==> config.mk <==
export PLATFORM = sky130hd
export DESIGN_NAME = pwm_sample_scheduler
export DESIGN_NICKNAME = d
export VERILOG_FILES = /design/src/rtl/pwm_sched_pkg.sv /design/src/rtl/sched_counter.sv /design/src/rtl/sched_fifo.sv /design/src/rtl/pwm_sample_scheduler.sv
export SDC_FILE = /design/constraint.sdc
export NUM_CORES = 1
export LEC_CHECK = 0
export CAP_MARGIN = 10
export CORE_MARGIN = 5
export CORE_UTILIZATION = 54
export DETAILED_ROUTE_END_ITERATION = 8
export MAX_ROUTING_LAYER = met4
export PLACE_DENSITY_LB_ADDON = 0.3
export SKIP_LAST_GASP = 1
export SYNTH_ARGS = -nofsm -noshare
export SYNTH_HDL_FRONTEND = slang
export SYNTH_SLANG_ARGS = --single-unit
==> constraint.sdc <==
create_clock -name clk -period 2.7 [get_ports clk]
set_input_delay 0.27 -clock clk [delete_from_list [all_inputs] [get_ports clk]]
set_output_delay 0.27 -clock clk [all_outputs]
set_load 0.005 [all_outputs]
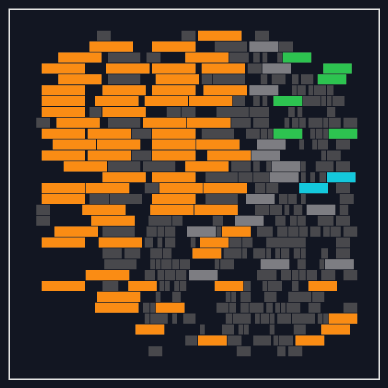
hierarchy.png
(4 px per µm)
u_fifo: in orange, placed flops 68. u_sym_cnt: in green, placed flops 6, where north-east. u_step_cnt: in cyan, placed flops 2.
Another 14 sequential cells are not coloured.
non-filler cells, final: 388
Final Util: 64.29%
total die size: 8487 µm²

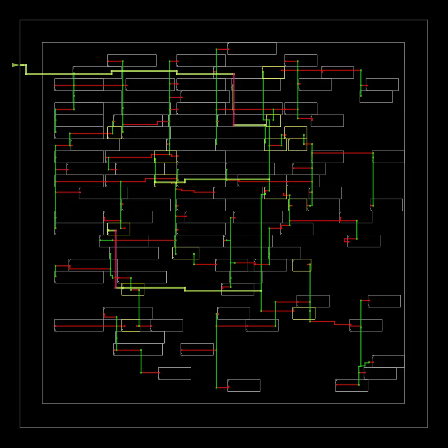
final_clocks.png
Power Clock: 0.897 mW
clk_buf instances: 9
worst skew pair latency: 0.35 ns

==> results.yml <==
# physical design summary
status:
  outcome: "complete, no violations"
floorplan:
  floorplan.core_util_pct: 54.51
  core-area_um2: 6681
  die_x_um: 92.13
  fp.dieH_um: 92.13
  ios: 28
  rows: 30
clock_tree:
  cts_resized: 0
  path_clk_slew_ns: 0.10
  holdBufCountCts: 0
  h-tree-depth: 3
  cts_buffers: 9
  tritoncts: "done"
  post_cts_buffers: 0
  clock_tree.root_cell: "clkbuf_8"
  clock_sinks: 90
  clockBufferDepth: 2
logic_synthesis:
  avgSynthCellArea_um2: 14.12
  yosys_warnings: 0
  topCellsByArea: "edfxtp_1, dfxtp_1, mux4_2"
  ys_ff: 90
  ys_async_sr_fraction_pct: 0
  xor_area_share_pct: 3.332
  simple_gate_area_share_pct: 10.96
  synth_area_um2: 3642
  fp_nets: 276
  yosys.area.top_type: "edfxtp_1"
  ys.flop_type: "edfxtp_1"
  aoi_share_pct: 5.462
  edf_count: 56
  yosysSeqAreaShare_pct: 64.86
  synth_chip_area_um2: 3642
  ys_cells: 258
  synthCells: 258
  synthDistinctLibCells: 42
  synthAdderAreaFrac_pct: 2.061
  ys_sh_mux_pct: 11.71
  synth.logic.top_family: "multiplexers"
  top_area_share_pct: 46.17
final_timing:
  fin_ws_ns: 0.1813
  rsz0062_at_grt: "no"
  finalHoldViolCount: 0
  fin_setup_tns_ns: 0
  finalCritPeriodShare_pct: 93.28
  finalClockSkew_ns: 0.01281
  drv_slew: 0
  tightest_slew_ns: 0.5669
  fmax_mhz: 397.0
  finalSetupViolations: 0
  fin_crit_ns: 2.519
  slew_headroom_pct: 62.21
placed_design:
  preCtsSetupSlack_ns: 0.1004
  io_buffers: 27
  hpwl_um: 4433
  gp_congestion: 0.8662
  dp_cells: 372
global_route:
  use_met2_pct: 26.70
  top_usage_layer: "met2"
  grtUsageTotal_pct: 16.32
  antenna_found_initial: 0
  met1_usage_pct: 19.66
  grt_pass1_wl_um: 10200
  grt_pass1_vias: 2082
  grt_start_max_net_pins: 20
  use_met3_pct: 4.184
  grt_overflow_total: 0
worst_setup_path:
  worst_ep_required_time_ns: 2.96
  regToRegSetupSlack_ns: 0.18
  startpoint_type: "register"
  ff2ff_path_depth: 7
  cp-end-kind: "register"
  critical_path_class: "reg2reg"
  cp_max_fo: 7
  worstPathArrival_ns: 2.78
layout:
  fill_cells: 504
  syn2layout_area_growth_pct: 17.93
  largest_reg_flops: 56
  nets: 321
  antenna_cells: 0
  drive_gt1_share_pct: 17.86
drt:
  routed_via_density: 5.523
  ant_nets: 0
  drt_iter0_drc: 107
  first_pass_iters: 4
  drcViolationCount: 0
  num_vias: 2143
  routed_wl_um: 6348
  wl_per_cell_um: 16.36
job:
  drv_cap: 0
  warning_count: 27
power:
  power_density_nw_per_um2: 585.8
  power_leakage_nw: 1.408
  vdd_drop_max_uv: 386.1
hold_path:
  min_delay_path_depth: 1
  worstHoldPathType: "reg2reg"
==> layout by cell type (no fill, tap or decap), types with 3 or more instances in the layout <==
cell and instances:
dfxtp_1 34, ha_1 6, edfxtp_1 56, nor2b_1 3, buf_4 17, nor2_1 26
nand2_1 25, inv_8 4, a21oi_1 9, xor2_1 6, o21ai_0 7, clkbuf_8 9
nor4_1 3, clkdlybuf4s50_1 27, nor3_1 10, inv_1 3, xnor2_1 6, mux4_2 14
nand2b_1 5, mux2i_1 10
==> area by class of cell <==
class	instances	area [µm²]	share of cell area, %
well taps	80	100.1	2.330
repair buffers	44	397.9	9.263
multi-input cells	155	1221	28.43
clock inverters	7	78.83	1.835
inverters	3	11.26	0.2622
clock buffers	9	123.9	2.884
flip-flops and latches	90	2362	55.00
==> worst max-delay path: stages, from the launching register on <==
cell and delay, ns:
dfxtp_1 0.39, ha_1 0.22, nand3_2 0.11, or3_4 0.40
a2111oi_4 0.61, mux2i_1 0.15, a211o_1 0.35, a31o_1 0.21
==> per-layer routing <==
layer / vias up / wire length [µm]
li1: 1051 / -
met1: 1056 / 2818
met2: 30 / 3282
met3: 6 / 208
met4: 0 / 38
met5: - / 0
==> synthesized netlist by cell type (5+ instances only) <==
| master | number |
|---|---|
| nand2b_1 | 5 |
| edfxtp_1 | 56 |
| clkbuf_1 | 6 |
| xor2_1 | 6 |
| nor2_1 | 26 |
| a21oi_1 | 9 |
| nor3_1 | 10 |
| ha_1 | 6 |
| dfxtp_1 | 34 |
| mux2i_1 | 10 |
| xnor2_1 | 6 |
| nand2_1 | 25 |
| o21ai_0 | 7 |
| mux4_2 | 14 |
==> through the flow <==
| stage | util, % | instance area, µm² | hold WS [ns] | total power, mW |
|---|---|---|---|---|
| after global routing | 64.29 | 4295 | 0.4505 | 2.620 |
| after detailed placement | 61.25 | 4093 | 0.4280 | 1.651 |
| after CTS | 64.29 | 4295 | 0.4414 | 2.547 |
| after floorplan | - | 3642 | 0.3333 | 1.589 |
| final | 64.29 | 4295 | 0.4425 | 2.516 |
| after global placement | 61.25 | 4093 | 0.4187 | 1.648 |
==> power by group <==
group | switching (mW) | total, mW | internal, mW
Clock | 0.526 | 0.897 | 0.371
Sequential | 0.0190 | 1.50 | 1.48
Combinational | 0.0610 | 0.123 | 0.0623
==> cell families (layout without fill, tap and decap cells) <==
family	after synthesis	count (layout)
fa+ha+maj	6	6
xor+xnor	13	13
buf+inv	13	63
flops	90	90
mux	25	25
compound gates	27	27
simple gates	84	84
Power is estimated from default activity; no workload was simulated.
